**config.mk**
```make
export PLATFORM = sky130hd
export DESIGN_NAME = ram
export DESIGN_NICKNAME = d
export VERILOG_FILES = /design/src/rtl/ram_pkg.sv /design/src/rtl/ram.sv
export SDC_FILE = /design/constraint.sdc
export NUM_CORES = 1
export LEC_CHECK = 0
export CORE_ASPECT_RATIO = 0.9
export CORE_UTILIZATION = 40
export CTS_BUF_LIST = sky130_fd_sc_hd__clkbuf_8 sky130_fd_sc_hd__clkbuf_16
export CTS_CLUSTER_SIZE = 20
export DETAILED_ROUTE_END_ITERATION = 10
export PLACE_DENSITY = 0.54
export SLEW_MARGIN = 10
export SYNTH_ARGS = -nofsm -noshare
export SYNTH_HDL_FRONTEND = slang
export SYNTH_SLANG_ARGS = --single-unit
```
**constraint.sdc**
```tcl
create_clock -name clk -period 1.9 [get_ports clk]
set_clock_uncertainty 0.05 [all_clocks]
set_input_delay 0.38 -clock clk [delete_from_list [all_inputs] [get_ports clk]]
set_output_delay 0.38 -clock clk [all_outputs]
set_load 0.05 [all_outputs]
```
**src/rtl/ram_pkg.sv**
```systemverilog
// Shared widths and word/address types for the scratch RAM.
package ram_pkg;

    localparam int ADDR_WIDTH_DEFAULT = 5;
    localparam int DATA_WIDTH_DEFAULT = 8;

    typedef logic [ADDR_WIDTH_DEFAULT-1:0] addr_t;
    typedef logic [DATA_WIDTH_DEFAULT-1:0] word_t;

endpackage

```
**src/rtl/ram.sv**
```systemverilog
// Single-port synchronous scratch RAM with a registered read port.
// Reset clears every word as well as the read register.
module ram
    import ram_pkg::*;
#(
    parameter int ADDR_WIDTH = ADDR_WIDTH_DEFAULT,
    parameter int DATA_WIDTH = DATA_WIDTH_DEFAULT,
    parameter int DEPTH      = 2 ** ADDR_WIDTH
) (
    input  logic                  clk,
    input  logic                  rst,
    input  logic                  wena,
    input  logic [ADDR_WIDTH-1:0] addr,
    input  logic [DATA_WIDTH-1:0] data_in,
    output logic [DATA_WIDTH-1:0] data_out
);

    logic [DATA_WIDTH-1:0] mem_q [DEPTH];
    logic [DATA_WIDTH-1:0] data_out_q;

    // Full clear on reset rules out block-RAM mapping; the array lives in flops.
    always_ff @(posedge clk) begin
        if (rst) begin
            for (int i = 0; i < DEPTH; i++) begin
                mem_q[i] <= '0;
            end
            data_out_q <= '0;
        end else if (wena) begin
            mem_q[addr] <= data_in;
        end else begin
            data_out_q <= mem_q[addr];
        end
    end

    assign data_out = data_out_q;

endmodule

```
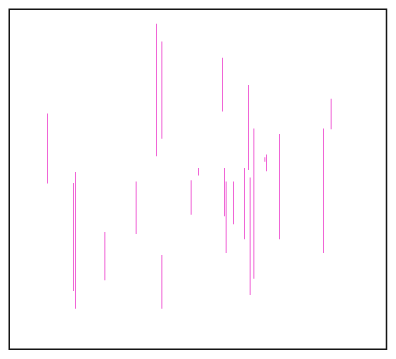
Figure 1: run 1, the metal 4 layer.
(2 px per um)
main direction: vertical
longest straight run: 74.8 um
wire length on this layer: 824 um
share of all routed wire: 2.5%

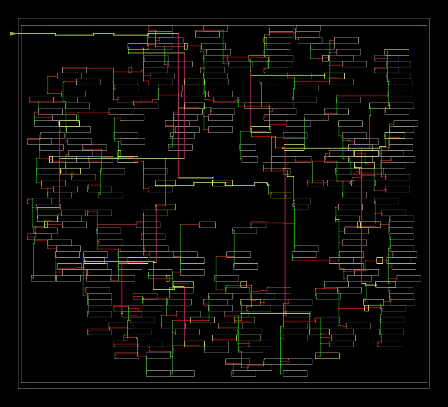
Figure 2: run 1, the clock network.
power attributed to the clock group: 5800 uW
total clock sinks: 264
clock latency on the worst-skew pair: 0.54 ns
number of buffers created by CTS: 28

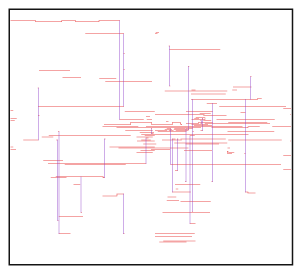
Figure 3: run 1, metal layers overlaid.
(1.5 px per um) Two of the layers only.
legend:
  red:
    layer: M3
    wire_length: 2,080 um
  purple:
    layer: M4
    wire_length: 824 um
total global-route track usage: 0.2135
average detailed-routed wire length per instance: 23.39 um
final wirelength: 32.89 mm
vias after detailed routing: 7,507

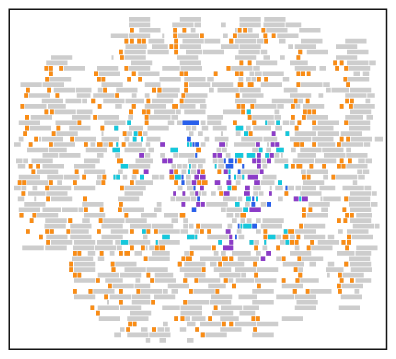
Figure 4: run 1, gate families picked out.
(2 px per um)
legend:
  orange:
    family: and/or cells
    cells: 302
    where: widely spread
  purple:
    family: aoi and oai cells
    cells: 49
    where: centre
  cyan:
    family: nor cells
    cells: 54
  blue:
    family: nand cells
    cells: 24
    where: centre

==> out/qor.txt, run 1 <==
Setup_tns - 0 ns
Instance count along the most critical hold path - 4
Reported leakage power - 0.005570 uW
Max-cap check violation count - 0
Synthesis-stage register bit count - 264
Max clock buf depth - 3
Pre-CTS setup slack - -0.5635 ns
Logic area - 0.004373 mm2
Drt pass-1 iters - 5
Hold Crit Endpoint - data_out[7]
Critical path start-end classification - reg -> reg
Final setup violating endpoints - 0
Family of cells with the greatest summed delay on the critical path - AND-OR/OR-AND gates
R2R Path End - data_out[7]
Area of the mapped netlist - 0.01243 mm2
Post-synth EDFFs - 256
Worst endpoint required time - 2.26 ns
Yosys Instances - 860
Transition time at the pin with the least slew margin - 0.4607 ns
Global-route wire length before repair - 49.53 mm
FP Core Util - 0.4110
Synthesized area per cell - 14.46 um2
Final setup slack of the worst path - 0.03590 ns
Via count of the first global-routing pass - 7,658
Detailed-route vias per instance - 5.339
Final Hold Violating Endpoints - 0
Compound-gate portion of the synthesized area - 0.03744
Final standard cell utilization of the core - 0.4964
Yosys synthesis chip area - 0.01243 mm2
Number of gates resized after cts - 0
Achievable Freq - 536.5 MHz
Post-Place Cell Area - 0.01402 mm2
Part of the cycle the worst path needs - 0.9811
Dominant register cell - sky130_fd_sc_hd__edfxtp_1
Status - finished, final reports clean
Cell type with the largest total area - sky130_fd_sc_hd__edfxtp_1
H-tree level count - 1
Simple logic cell fraction of the synthesized area - 0.1846
Sequential element share of the synthesized area - 0.6312
Area leader share - 0.6183
Log Warnings - 27
Max-slew violation count - 0
Post-synth cell types - 50
FF-to-FF setup slack - 0.04 ns
Final antenna diode count - 0
Commonest cells in the netlist - 256 x sky130_fd_sc_hd__and2_1, 256 x sky130_fd_sc_hd__edfxtp_1, 42 x sky130_fd_sc_hd__mux2i_1, 36 x sky130_fd_sc_hd__or2_2, 35 x sky130_fd_sc_hd__nor2_1
Min cycle time layout - 1.864 ns
Hpwl dp - 23.22 mm
Largest net degree at the start of global routing - 33
DP Cell Count - 1,357
Y dimension of the die - 169.3 um
Number of antenna violations at the first check in global routing - 1
Storage cell area - 0.007848 mm2
Kind of start point of the critical path - flip-flop
Starting DRC count in detailed routing - 665
Setup repair after global routing missed its margin - no
Main logic family after synthesis - simple AND/OR/NAND/NOR gates
Peak ir drop on the vdd network - 648.4 uV
Worst slew margin relative to its limit - 0.6841
Hold wc startpoint - addr[0]
Buffer-and-inverter tally for the worst setup path - 0
Standard-cell rows - 60
Area fraction in mux cells - 0.1177
Clock tree from TritonCTS - built
Die Wd - 187.8 um
Antenna viol nets, final - 0
Chip Footprint - 0.03179 mm2
Share of final-layout standard cells stronger than drive strength 1 - 0.2832
Synth-to-Final Area Change - 20.79%
Longest individual stage delay on the worst path - 0.59 ns
PwrDens - 922.7 mW/mm2
Ys async rst share - 0
Tally of non-filler cells in the final layout - 1,406
Layout fillers - 2,600
Congestion Overflow GR - 0
[run 1: cell type report]
cell class | instances | area share
flip-flops and latches | 264 | 0.5225
multi-input cells | 532 | 0.2912
repair buffers | 152 | 0.08623
clock buffers | 29 | 0.04832
well taps | 403 | 0.03357
clock inverters | 20 | 0.01666
inverters | 6 | 0.001500
[run 1: metal layers]
| metal | share of wire | global-route usage | vias up |
|---|---|---|---|
| li1 | - | - | 3407 |
| met1 | 0.45 | 0.2990 | 3808 |
| met2 | 0.46 | 0.3385 | 237 |
| met3 | 0.063 | 0.04322 | 55 |
| met4 | 0.025 | 0.05938 | 0 |
| met5 | 0 | 0 | - |
[run 1: cell families after synthesis]
kind of cell / count (synthesis)
flip-flops: 264
AND/OR/NAND/NOR: 380
buffers and inverters: 64
multiplexers: 90
AND-OR/OR-AND: 62
[run 1: registers in the layout, summed over array words and instances, names as in the netlist]
signal / count
data_out: 8
mem_q: 256
[run 1: power breakdown]
part	switching [uW]	internal [uW]	leakage, uW
logic	728	512	0.00259
clock network	2250	3560	0.000480
registers	122	6690	0.00250
total	3100	10800	0.00557
[run 1: worst max path at each step]
stage / slack (ns) / cells past startpoint / to / from
finish: 0.04 / 4 / data_out[7] / mem_q[1][7]
global route: 0.0009 / 6 / mem_q[9][0] / addr[3]
CTS: 0.01 / 5 / mem_q[3][3] / addr[2]
detailed placement: -0.56 / 5 / mem_q[3][4] / addr[2]
global placement: -0.53 / 7 / data_out[2] / addr[2]
floorplan: -0.06 / 7 / mem_q[23][0] / addr[1]
[run 1: stage by stage]
step	total power, uW	hold slack [ns]
floorplan	7574	0.5282
global placement	8150	0.4743
detailed placement	8171	0.4654
CTS	13940	0.4767
global route	14240	0.4894
finish	13860	0.4577
[run 1: worst reg2reg max path, cell delays in order, from the launching register on]
cell                        delay [ns]
sky130_fd_sc_hd__edfxtp_1         0.39
sky130_fd_sc_hd__mux4_1           0.59
sky130_fd_sc_hd__a22o_1           0.29
sky130_fd_sc_hd__a2111oi_2        0.28
sky130_fd_sc_hd__a311oi_1         0.13
==> run 1 -> run 2 <==
--- a/config.mk
+++ b/config.mk
@@ -5,6 +5,7 @@
 export SDC_FILE = /design/constraint.sdc
 export NUM_CORES = 1
 export LEC_CHECK = 0
+export ABC_CLOCK_PERIOD_IN_PS = 1900
 export CORE_ASPECT_RATIO = 0.9
 export CORE_UTILIZATION = 40
 export CTS_BUF_LIST = sky130_fd_sc_hd__clkbuf_8 sky130_fd_sc_hd__clkbuf_16
@@ -15,3 +16,4 @@
 export SYNTH_ARGS = -nofsm -noshare
 export SYNTH_HDL_FRONTEND = slang
 export SYNTH_SLANG_ARGS = --single-unit
+export TNS_END_PERCENT = 100
==> run 2 against run 1 <==
  * Count of clock-buffer cells in the layout stayed put
  * Sequential power hardly changed
  * Fmax stayed put
  * Critical path type unchanged
==> out/qor.txt, run 2 <==
Dominant register cell - sky130_fd_sc_hd__edfxtp_1
Chip Footprint - 0.03179 mm2
Area leader share - 0.6183
Average detailed-routed wire length per instance - 23.39 um
Tally of non-filler cells in the final layout - 1,406
Min cycle time layout - 1.864 ns
Post-synth cell types - 50
Clock tree from TritonCTS - built
Worst Setup End Kind - flip-flop
Critical path start-end classification - reg -> reg
Data arrival time of the critical path - 2.22 ns
GP Congestion - 0.9393
Status - finished, final reports clean
Floorplan Core Area - 0.03025 mm2
Transition time at the pin with the least slew margin - 0.4607 ns
Max-slew violation count - 0
Synthesis-stage register bit count - 264
Part of the cycle the worst path needs - 0.9811
Total clock sinks - 264
DP Cell Count - 1,357
Number of buffers created by CTS - 28
Net Count, Synth - 876
Peak ir drop on the vdd network - 648.4 uV
Worst endpoint required time - 2.26 ns
Synth-to-Final Area Change - 20.79%
Standard-cell rows - 60
Synthesized area per cell - 14.46 um2
Global-route wire length before repair - 49.53 mm
Kind of start point of the critical path - flip-flop
Worst hold path class - in -> reg
Reported leakage power - 0.005570 uW
Achievable Freq - 536.5 MHz
PwrDens - 922.7 mW/mm2
Sequential element share of the synthesized area - 0.6312
FF-to-FF setup slack - 0.04 ns
Peak fanout along the critical path - 1
Final setup violating endpoints - 0
Log Warnings - 27
Max-cap check violation count - 0
Congestion Overflow GR - 0
Most flop-heavy register - mem_q
Most common logic cells in the final layout - 256 x sky130_fd_sc_hd__and2_1, 256 x sky130_fd_sc_hd__edfxtp_1, 129 x sky130_fd_sc_hd__buf_4, 42 x sky130_fd_sc_hd__mux2i_1, 29 x sky130_fd_sc_hd__clkbuf_16
YS warnings - 0
# DRC - 0
Detailed-route vias per instance - 5.339
FP Core Util - 0.4110
Length in cells of the worst reg-to-reg path - 4
Starting DRC count in detailed routing - 665
Largest net degree at the start of global routing - 33
Hpwl dp - 23.22 mm
Root Driver - sky130_fd_sc_hd__clkbuf_16
Total global-route track usage - 0.2135
Post-synth EDFFs - 256
Number of buffers added on ports - 23
Instance count along the most critical hold path - 4
Yosys synthesis chip area - 0.01243 mm2
Final antenna diode count - 0
Ys async rst share - 0
Worst slew margin relative to its limit - 0.6841
Setup repair after global routing missed its margin - no
Nets - 1,000
H-tree level count - 1
Vias after detailed routing - 7,507
Drt pass-1 iters - 5
Number of flip-flops in the largest register - 256
Ranking of synthesized cells by area - sky130_fd_sc_hd__edfxtp_1 62%, sky130_fd_sc_hd__and2_1 13%, sky130_fd_sc_hd__mux4_2 4.7%
Via count of the first global-routing pass - 7,658
Max clock buf depth - 3
Final wirelength - 32.89 mm
Layout fillers - 2,600
Yosys Instances - 860
Commonest cells in the netlist - 256 x sky130_fd_sc_hd__and2_1, 256 x sky130_fd_sc_hd__edfxtp_1, 42 x sky130_fd_sc_hd__mux2i_1, 36 x sky130_fd_sc_hd__or2_2, 35 x sky130_fd_sc_hd__nor2_1
Number of top-level design ports - 24
Setup_tns - 0 ns
Synthesized netlist cell count - 860
Share of final-layout standard cells stronger than drive strength 1 - 0.2832
Clock latency on the worst-skew pair - 0.54 ns
Antenna viol nets, final - 0
Number of antenna violations at the first check in global routing - 1
Area of the mapped netlist - 0.01243 mm2
Final Hold Violating Endpoints - 0
Cell type with the largest total area - sky130_fd_sc_hd__edfxtp_1
[run 2: cell counts after synthesis]
No cell type changed its count.
[run 2: area by class of cell]
type	instances	area, um2	area share
Timing Repair Buffer	152	1295	0.08623
Multi-Input combinational cell	532	4373	0.2912
Tap cell	403	504.2	0.03357
Clock inverter	20	250.2	0.01666
Inverter	6	22.52	0.001500
Sequential cell	264	7848	0.5225
Clock buffer	29	725.7	0.04832
[run 2: path summary, 6_finish.rpt]
kind,endpoint,startpoint
hold / removal,data_out[7],addr[0]
setup / recovery,data_out[7],mem_q[1][7]
hold reg to reg,data_out[6],data_out[6]
setup reg to reg,data_out[7],mem_q[1][7]
[run 2: kinds of logic (layout without fill, tap and decap cells)]
family,Yosys count,in the layout,synth area share
buffers and inverters,64,207,0.02908
AND/OR/NAND/NOR,380,380,0.1846
AND-OR/OR-AND,62,62,0.03744
flip-flops,264,264,0.6312
multiplexers,90,90,0.1177
[run 2: critical path, cell delays in order, from the launching register on]
cell and delay, ns:
sky130_fd_sc_hd__edfxtp_1 0.39, sky130_fd_sc_hd__mux4_1 0.59, sky130_fd_sc_hd__a22o_1 0.29, sky130_fd_sc_hd__a2111oi_2 0.28, sky130_fd_sc_hd__a311oi_1 0.13
[run 2: through the flow]
| step | area (um2) | hold slack (ns) | power [uW] | setup slack [ns] | util |
|---|---|---|---|---|---|
| 3_3_place_gp | 14020 | 0.4743 | 8150 | -0.5298 | 0.4633 |
| 4_1_cts | 14990 | 0.4767 | 13940 | 0.01304 | 0.4955 |
| 5_1_grt | 15020 | 0.4894 | 14240 | 0.0008735 | 0.4964 |
| 6_report | 15020 | 0.4577 | 13860 | 0.03590 | 0.4964 |
| 2_1_floorplan | 12570 | 0.5282 | 7574 | -0.05723 | - |
| 3_5_place_dp | 14020 | 0.4654 | 8171 | -0.5635 | 0.4633 |
[run 2: what timing repair did]
action                     CTS  global route
gates resized                0             9
setup endpoints to repair    0            76
setup buffers                0             0
hold buffers                 0             0
[run 2: metal layers]
| metal | up-vias | track usage | routed length [um] |
|---|---|---|---|
| met1 | 3808 | 0.2990 | 14880 |
| met3 | 55 | 0.04322 | 2084 |
| met5 | - | 0 | 0 |
| met4 | 0 | 0.05938 | 824 |
| met2 | 237 | 0.3385 | 15100 |
| li1 | 3407 | - | - |
[run 2: report_power, final]
group / internal, uW / switching [uW]
Sequential: 6690 / 122
Clock: 3560 / 2250
Combinational: 512 / 728
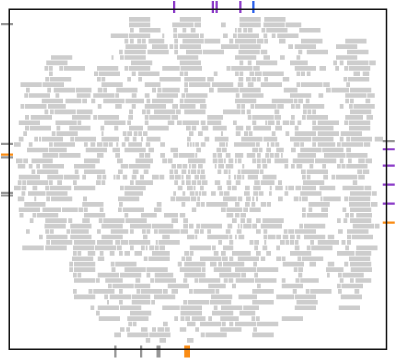
Figure 5: run 2, I/O pins on the die edge.
(2 px per um) Pins as bars across the die edge, other pins in grey.
legend:
  orange:
    port: `addr`
    pins: 5
    direction: input
    edge: 3 bottom, 1 left, 1 right
  purple:
    port: `data_out`
    pins: 8
    direction: output
    edge: 4 right, 4 top
  blue:
    port: `rst`
    pins: 1
    direction: input
    edge: top
all pins by edge: 7 bottom, 6 left, 6 right, 5 top
y dimension of the die: 169.3 um
Die Wd: 187.8 um

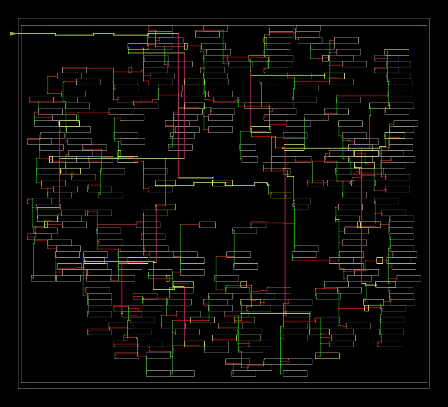
Figure 6: run 2, the clock network.
count of sequential standard cells: 264
clock buffer count in the final layout: 29

==> run 2 -> run 3 <==
--- a/config.mk
+++ b/config.mk
@@ -11,9 +11,9 @@
 export CTS_BUF_LIST = sky130_fd_sc_hd__clkbuf_8 sky130_fd_sc_hd__clkbuf_16
 export CTS_CLUSTER_SIZE = 20
 export DETAILED_ROUTE_END_ITERATION = 10
-export PLACE_DENSITY = 0.54
+export PLACE_DENSITY = 0.69
 export SLEW_MARGIN = 10
 export SYNTH_ARGS = -nofsm -noshare
 export SYNTH_HDL_FRONTEND = slang
 export SYNTH_SLANG_ARGS = --single-unit
-export TNS_END_PERCENT = 100
+export TNS_END_PERCENT = 50
==> run 3 against run 2 <==
  * First-iteration DRC count is 2.4% higher
  * Cell count is 0.14% lower
  * Sequential share of layout area is 0.47 points higher
  * Register-to-register slack better by 0.04 ns
  * Hold slack better by 0.023 ns
  * Die area stayed put
  * Non-clock buffer count is 2 lower
  * Flip-flop count stayed put
  * Critical path type is now in -> reg
==> out/qor.txt, run 3 <==
Peak fanout along the critical path - 8
Commonest cells in the netlist - 256 x sky130_fd_sc_hd__and2_1, 256 x sky130_fd_sc_hd__edfxtp_1, 42 x sky130_fd_sc_hd__mux2i_1, 36 x sky130_fd_sc_hd__or2_2, 35 x sky130_fd_sc_hd__nor2_1
Chip Footprint - 0.03179 mm2
Setup repair after global routing missed its margin - no
Max-slew violation count - 0
Number of flip-flops in the largest register - 256
Ranking of synthesized cells by area - sky130_fd_sc_hd__edfxtp_1 62%, sky130_fd_sc_hd__and2_1 13%, sky130_fd_sc_hd__mux4_2 4.7%
H-tree level count - 1
Worst Setup End Kind - flip-flop
Die Wd - 187.8 um
Status - finished, final reports clean
Synth-to-Final Area Change - 19.70%
FP Core Util - 0.4110
Floorplan Core Area - 0.03025 mm2
PwrDens - 893.7 mW/mm2
Dominant register cell - sky130_fd_sc_hd__edfxtp_1
Post-synth EDFFs - 256
Most flop-heavy register - mem_q
Yosys synthesis chip area - 0.01243 mm2
Final Hold Violating Endpoints - 0
Synthesized netlist cell count - 860
Reported leakage power - 0.005506 uW
Synthesized area per cell - 14.46 um2
Final antenna diode count - 0
Congestion Overflow GR - 0
Peak ir drop on the vdd network - 593.6 uV
Area of the mapped netlist - 0.01243 mm2
Setup_tns - 0 ns
Critical path start-end classification - in -> reg
Average detailed-routed wire length per instance - 22.34 um
Total clock sinks - 264
Max-cap check violation count - 0
Max clock buf depth - 3
Number of buffers added on ports - 23
Standard-cell rows - 60
Detailed-route vias per instance - 5.324
Final Cell Area - 0.01488 mm2
Log Warnings - 27
Ys async rst share - 0
Area leader share - 0.6183
Global-route wire length before repair - 47.05 mm
GP Congestion - 0.9374
Starting DRC count in detailed routing - 681
Post-Place Cell Area - 0.01400 mm2
Worst endpoint required time - 2.09 ns
Cell type with the largest total area - sky130_fd_sc_hd__edfxtp_1
run 3: path summary, 6_finish.rpt:
| kind | cells after the start | end | slack, ns | startpoint |
|---|---|---|---|---|
| min | 2 | data_out[6] | 0.48 | data_out[6] |
| min reg2reg | 2 | data_out[6] | 0.48 | data_out[6] |
| max | 6 | mem_q[8][5] | 0.07 | rst |
| max reg2reg | 5 | data_out[6] | 0.08 | mem_q[18][6] |
run 3: what timing repair did:
item / CTS / global route
hold buffers: 0 / 0
resized: 0 / 6
setup endpoints to repair: 0 / 13
run 3: cells by family (layout without fill, tap and decap cells):
group | after synthesis | after routing | share of synthesized area
compound gates | 62 | 62 | 0.03744
buf+inv | 64 | 205 | 0.02908
flops | 264 | 264 | 0.6312
mux | 90 | 90 | 0.1177
simple gates | 380 | 380 | 0.1846
run 3: report_power, final:
group / switching (uW) / internal, uW / leakage, uW
Clock: 2260 / 3020 / 0.000445
Combinational: 714 / 505 / 0.00256
Sequential: 110 / 6690 / 0.00250
Total: 3080 / 10200 / 0.00551
run 3: per-layer routing:
metal | vias to the layer above | GRT usage
met5 | - | 0
met4 | 0 | 0.04206
met3 | 47 | 0.03081
met2 | 251 | 0.3179
met1 | 3779 | 0.2915
li1 | 3398 | -
run 3: final cells by class:
cell class	count	area, um2
sequential	264	7848
tap	403	504.2
multi-input combinational	532	4363
clock buffer	29	725.7
inverter	6	22.52
timing repair buffer	150	1271
clock inverter	20	148.9
fill	2531	15370
run 3: per-stage QoR:
step                hold slack [ns]  instances  setup slack, ns  total power, uW  utilization
floorplan                    0.5282        860         -0.05723             7572            -
CTS                          0.4938       1404          0.03801            13350       0.4915
finish                       0.4810       1404          0.07489            13300       0.4919
detailed placement           0.4852       1355          -0.4914             8133       0.4626
global route                 0.5093       1404          0.02060            13640       0.4919
global placement             0.4666       1355          -0.4863             8115       0.4626
run 3: critical path, cell delays in order:
cell                              delay [ns]
sky130_fd_sc_hd__clkdlybuf4s50_1        0.43
sky130_fd_sc_hd__nand2b_1               0.21
sky130_fd_sc_hd__or3_2                  0.48
sky130_fd_sc_hd__buf_4                  0.20
sky130_fd_sc_hd__nor2_4                 0.11
sky130_fd_sc_hd__or2_4                  0.20
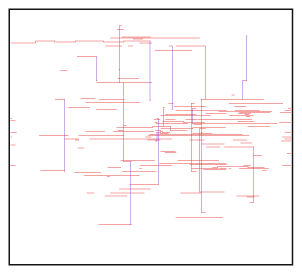
Figure 7: run 3, metal layers overlaid.
(1.5 px per um) Two of the layers only.
legend:
  purple:
    layer: M4
    wire_length: 631 um
  red:
    layer: M3
    wire_length: 2,070 um

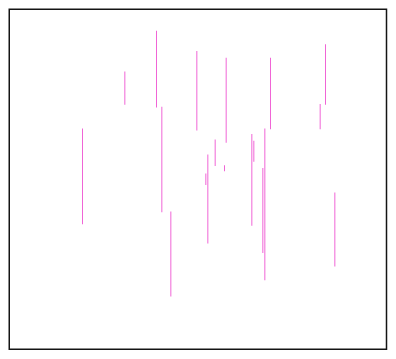
Figure 8: run 3, the metal 4 layer.
(2 px per um)
wire length on this layer: 631 um
share of all routed wire: 2.0%
vias after detailed routing: 7,475
final wirelength: 31.37 mm

No activity file was given, so power comes from the tool's default toggle rates.
